<file path="src/rtl/calc_pkg.sv">
// ---------------------------------------------------------------------------
// | Package : calc_pkg                                                      |
// | Shared types and constants for the log-result BCD formatter.            |
// | Revision: 1.0                                                           |
// ---------------------------------------------------------------------------
`default_nettype none

package calc_pkg;

  typedef enum logic [0:0] {
    IDLE    = 1'b0,
    CONVERT = 1'b1
  } state_t;

  localparam int DIGITS   = 5;
  localparam int FRAC_MAX = 99999;
  localparam int STEPS    = 17;

  typedef logic [3:0] bcd_digit_t;

endpackage

`default_nettype wire

</file>
<file path="src/rtl/bcd_dabble_step.sv">
// ---------------------------------------------------------------------------
// | Module  : bcd_dabble_step                                               |
// | One combinational add-3-then-shift iteration over a packed BCD field.   |
// | Revision: 1.0                                                           |
// ---------------------------------------------------------------------------
`default_nettype none

module bcd_dabble_step
  import calc_pkg::*;
#(
  parameter int DIGITS = 5
) (
  input  logic [4*DIGITS-1:0] bcd_in,
  input  logic                shift_in,
  output logic [4*DIGITS-1:0] bcd_out
);

  logic [4*DIGITS-1:0] w_adj;
  logic                w_unused_msb;

  generate
    for (genvar i = 0; i < DIGITS; i++) begin : g_digit
      bcd_digit_t w_d;
      assign w_d              = bcd_in[4*i +: 4];
      assign w_adj[4*i +: 4]  = (w_d >= 4'd5) ? w_d + 4'd3 : w_d;
    end
  endgenerate

  // The top bit leaving the field is always zero for in-range inputs.
  assign {w_unused_msb, bcd_out} = {w_adj, shift_in};

endmodule

`default_nettype wire

</file>
<file path="src/rtl/log_result_bcd.sv">
// ---------------------------------------------------------------------------
// | Module  : log_result_bcd                                                |
// | Iterative binary-to-BCD formatter for the integer/fraction log result.  |
// | Revision: 1.0                                                           |
// ---------------------------------------------------------------------------
`default_nettype none

module log_result_bcd
  import calc_pkg::*;
#(
  parameter int INT_W  = 16,
  parameter int FRAC_W = 17,
  parameter int DIGITS = 5
) (
  input  logic                clk,
  input  logic                rst,
  input  logic                start,
  input  logic [INT_W-1:0]    int_in,
  input  logic [FRAC_W-1:0]   frac_in,
  output logic                busy,
  output logic                valid,
  output logic [4*DIGITS-1:0] int_bcd,
  output logic [4*DIGITS-1:0] frac_bcd,
  output logic [DIGITS-1:0]   int_blank,
  output logic                frac_ovf
);

  localparam int               c_cnt_w    = $clog2(STEPS);
  localparam logic [STEPS-1:0] c_frac_max = STEPS'(FRAC_MAX);
  localparam logic [DIGITS-1:0] c_blank_rst = {{(DIGITS-1){1'b1}}, 1'b0};

  state_t              r_state;
  logic [c_cnt_w-1:0]  r_count;
  logic [STEPS-1:0]    r_int_sr;
  logic [STEPS-1:0]    r_frac_sr;
  logic [4*DIGITS-1:0] r_int_acc;
  logic [4*DIGITS-1:0] r_frac_acc;
  logic                r_ovf;

  logic [STEPS-1:0]    w_frac_ext;
  logic                w_frac_sat;
  logic [4*DIGITS-1:0] w_int_next;
  logic [4*DIGITS-1:0] w_frac_next;
  logic [DIGITS-1:0]   w_blank;

  assign w_frac_ext = STEPS'(frac_in);
  assign w_frac_sat = (w_frac_ext > c_frac_max);

  bcd_dabble_step #(.DIGITS(DIGITS)) u_int_step (
    .bcd_in   (r_int_acc),
    .shift_in (r_int_sr[STEPS-1]),
    .bcd_out  (w_int_next)
  );

  bcd_dabble_step #(.DIGITS(DIGITS)) u_frac_step (
    .bcd_in   (r_frac_acc),
    .shift_in (r_frac_sr[STEPS-1]),
    .bcd_out  (w_frac_next)
  );

  // Blank a digit only while every more-significant digit is also zero.
  always_comb begin : p_blank
    logic zero_run;
    w_blank  = '0;
    zero_run = 1'b1;
    for (int i = DIGITS-1; i > 0; i--) begin
      zero_run   = zero_run & (w_int_next[4*i +: 4] == 4'd0);
      w_blank[i] = zero_run;
    end
  end

  always_ff @(posedge clk) begin
    if (rst) begin
      r_state    <= IDLE;
      r_count    <= '0;
      r_int_sr   <= '0;
      r_frac_sr  <= '0;
      r_int_acc  <= '0;
      r_frac_acc <= '0;
      r_ovf      <= 1'b0;
      busy       <= 1'b0;
      valid      <= 1'b0;
      int_bcd    <= '0;
      frac_bcd   <= '0;
      int_blank  <= c_blank_rst;
      frac_ovf   <= 1'b0;
    end else begin
      valid <= 1'b0;
      case (r_state)
        IDLE: begin
          if (start) begin
            r_int_sr   <= STEPS'(int_in);
            r_frac_sr  <= w_frac_sat ? c_frac_max : w_frac_ext;
            r_ovf      <= w_frac_sat;
            r_int_acc  <= '0;
            r_frac_acc <= '0;
            r_count    <= '0;
            busy       <= 1'b1;
            r_state    <= CONVERT;
          end
        end
        CONVERT: begin
          r_int_acc  <= w_int_next;
          r_frac_acc <= w_frac_next;
          r_int_sr   <= r_int_sr << 1;
          r_frac_sr  <= r_frac_sr << 1;
          r_count    <= r_count + c_cnt_w'(1);
          if (r_count == c_cnt_w'(STEPS-1)) begin
            int_bcd   <= w_int_next;
            frac_bcd  <= w_frac_next;
            int_blank <= w_blank;
            frac_ovf  <= r_ovf;
            valid     <= 1'b1;
            busy      <= 1'b0;
            r_state   <= IDLE;
          end
        end
        default: r_state <= IDLE;
      endcase
    end
  end

endmodule

`default_nettype wire

</file>
<file path="config.mk">
export PLATFORM = sky130hd
export DESIGN_NAME = log_result_bcd
export DESIGN_NICKNAME = d
export VERILOG_FILES = /design/src/rtl/calc_pkg.sv /design/src/rtl/bcd_dabble_step.sv /design/src/rtl/log_result_bcd.sv
export SDC_FILE = /design/constraint.sdc
export NUM_CORES = 1
export LEC_CHECK = 0
export ABC_CLOCK_PERIOD_IN_PS = 5300
export CORE_ASPECT_RATIO = 1.4
export CORE_UTILIZATION = 55
export CTS_CLUSTER_DIAMETER = 30
export DETAILED_ROUTE_END_ITERATION = 6
export PLACE_DENSITY = 0.88
export SLEW_MARGIN = 20
export SYNTH_ARGS = -nofsm -noshare
export SYNTH_HDL_FRONTEND = slang
export SYNTH_HIERARCHICAL = 1
export SYNTH_SLANG_ARGS = --single-unit
</file>
<file path="constraint.sdc">
create_clock -name clk -period 5.3 [get_ports clk]
set_input_delay 1.06 -clock clk [delete_from_list [all_inputs] [get_ports clk]]
set_output_delay 1.06 -clock clk [all_outputs]
set_load 0.02 [all_outputs]
</file>
layer_met3.png
(3 px per um)
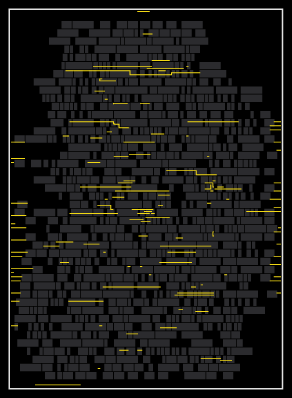
wire length on this layer: 603 um
nets with wire on the layer: 82
main direction: horizontal
share of all routed wire: 4.3%
longest straight run: 21.4 um

clocks.png
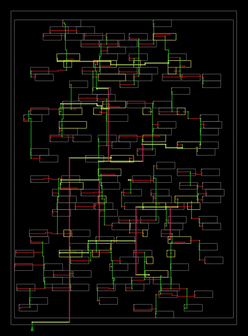
clock sink total: 128
Clk Latency, worst-skew pair: 0.42 ns
Seq cells: 128

clk_routes.png
(4 px per um)
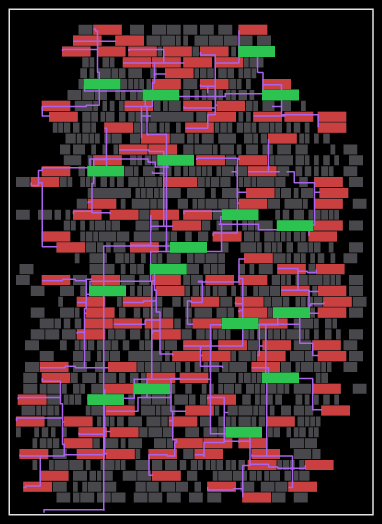
legend:
  red:
    item: flip-flops
    count: 128
  purple:
    item: clock wires
    length: 1500 um
  green:
    item: clock drivers
    count: 17
flops lie: widely spread

io_fan.png
(4 px per um)
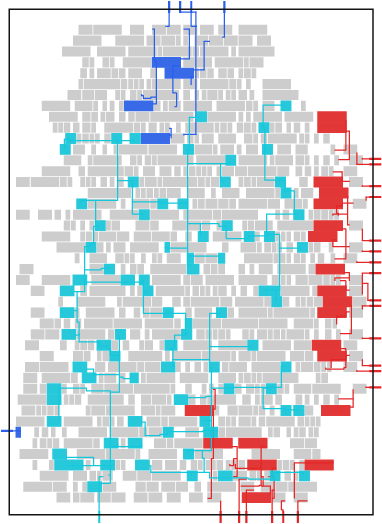
legend:
  red:
    port: frac_bcd
    bits: 20
    direction: output
    end_cells: 20
    buffers: 20
    wire: 312 um
  blue:
    port: int_blank
    bits: 5
    direction: output
    end_cells: 5
    buffers: 4
    wire: 124 um
  cyan:
    port: start
    bits: 1
    direction: input
    end_cells: 82
    buffers: 1
    wire: 684 um

==> impl_metrics.toml <==
# yosys + openroad results
[placement]
hpwl_mm = 8.63
post_dp_cell_area_um2 = 6840
numPlacedInstances = 934
gp_congestion = 0.789

[finish]
seq_area_share_pct = 34.5
bufAreaShareNonClock_pct = 11.4
final_layout_size_suffix_gt1_share_pct = 6.16
final_util_pct = 70.8
final_cells = 966
clkbuf_count = 18
n_all_buffers = 86
comb_cells = 558
largest_cell_class = "multi-input combinational cells"

[floorplanning]
num_tap_cells = 138
die_y_um = 126
io_pins = 84
die_w_um = 90.6
row_count = 44

[power]
power_frac_clock_pct = 50.5
p_int_w = 0.00175
seqPwrFrac_pct = 43.5
power_leakage_nw = 2.79
swShare_pct = 23.9
p_switching_w = 0.000550
finalPower_w = 0.00230

[routing]
via_per_inst = 5.60
drc = 0
wl_met3_um = 603
maxUsedRoutingLayer = "met4"
routedWlPerCell_um = 14.4
dr_wl_met2_mm = 7.43
drtPass1Iterations = 6

[sta]
final-setup-viol-count = 0
fmaxAchievable_mhz = 385
min_period_ns = 2.60
setup_tns_ns = 0
worst_slack_ns = 2.70

[worst_setup_path]
crit_type = "input port to flip-flop"
r2r-start = "r_state"
worstPathRequired_ns = 5.64
endpoint_kind = "flip-flop"
path_cells = "clkdlybuf4s50_1 > or4_1 > and3_4 > nor4b_4 > o2bb2ai_1"
slowest_delay_ns = 0.60
cp-startpoint = "frac_in[13]"

[flow_run]
warnings = 39
max-cap-violations = 0

[status]
outcome = "complete, no violations"

[synthesis]
ys_types = 36
syn_nets = 822
synthCells = 764
edf_count = 0
yosys_most_used_dff = "dfxtp_1"
yosys.area.top_type = "dfxtp_1"

[global_route]
track_usage_pct = 25.2
grt-ovfl-total = 0
grt_pass1_vias = 5393
antenna_found_initial = 0
grt_max_degree = 124

[clocking]
cts_root_buffer = "clkbuf_16"
post_cts_buffers = 0

[worst_hold_path]
holdCritStartpoint = "frac_bcd[14]"
-- registers in the layout, summed over array words and instances, names as in the netlist --
register	cells
r_int_sr	17
r_ovf	1
r_count	5
valid	1
r_int_acc	20
busy	1
frac_ovf	1
r_state	1
r_frac_sr	17
int_bcd	20
frac_bcd	20
int_blank	4
r_frac_acc	20
-- metal layers --
layer	global-route usage, %	vias to the layer above
met5	0	-
met2	46.0	176
met3	6.46	44
met1	25.6	2515
li1	-	2675
met4	14.6	0
-- layout by cell type, fill, tap and decap left out, types with 17 or more instances in the layout --
master | netlist | routed
a21oi_1 | 118 | 118
clkbuf_16 | 0 | 17
clkdlybuf4s50_1 | 0 | 80
dfxtp_1 | 128 | 127
ha_1 | 22 | 22
inv_1 | 24 | 24
mux2i_1 | 34 | 34
nand2_1 | 123 | 123
nand2b_1 | 20 | 20
nor2_1 | 102 | 102
nor3b_1 | 48 | 48
o21ai_0 | 18 | 18
-- power groups by stage --
stage	clock, W	combinational (W)	sequential [W]
finish	0.00116	0.000136	0.00100
detailed placement	0	0.000133	0.00102
global placement	0	0.000127	0.00102
floorplan	0	0.0000963	0.00101
CTS	0.00117	0.000135	0.00100
global route	0.00122	0.000149	0.00100
-- worst max-delay path, delay by kind of cell --
family,cells,cell delay [ns]
and+or+nand+nor,3,1.29
buffers and inverters,1,0.42
AOI/OAI and AO/OA,1,0.17
-- cells by family after synthesis --
| group | share of synthesized area, % |
|---|---|
| compound gates | 15.6 |
| xor+xnor | 1.45 |
| fa+ha+maj | 4.56 |
| buf+inv | 5.12 |
| flops | 42.4 |
| mux | 5.64 |
| other cells | 0.0621 |
| simple gates | 25.1 |
-- worst paths after layout --
check / end / depth (start not counted)
min: frac_bcd[14] / 2
max: r_frac_sr[11] / 5
max reg2reg: int_blank[1] / 3
min reg2reg: frac_bcd[14] / 2
Power figures rest on the tool's default switching activity, not on a simulated workload.
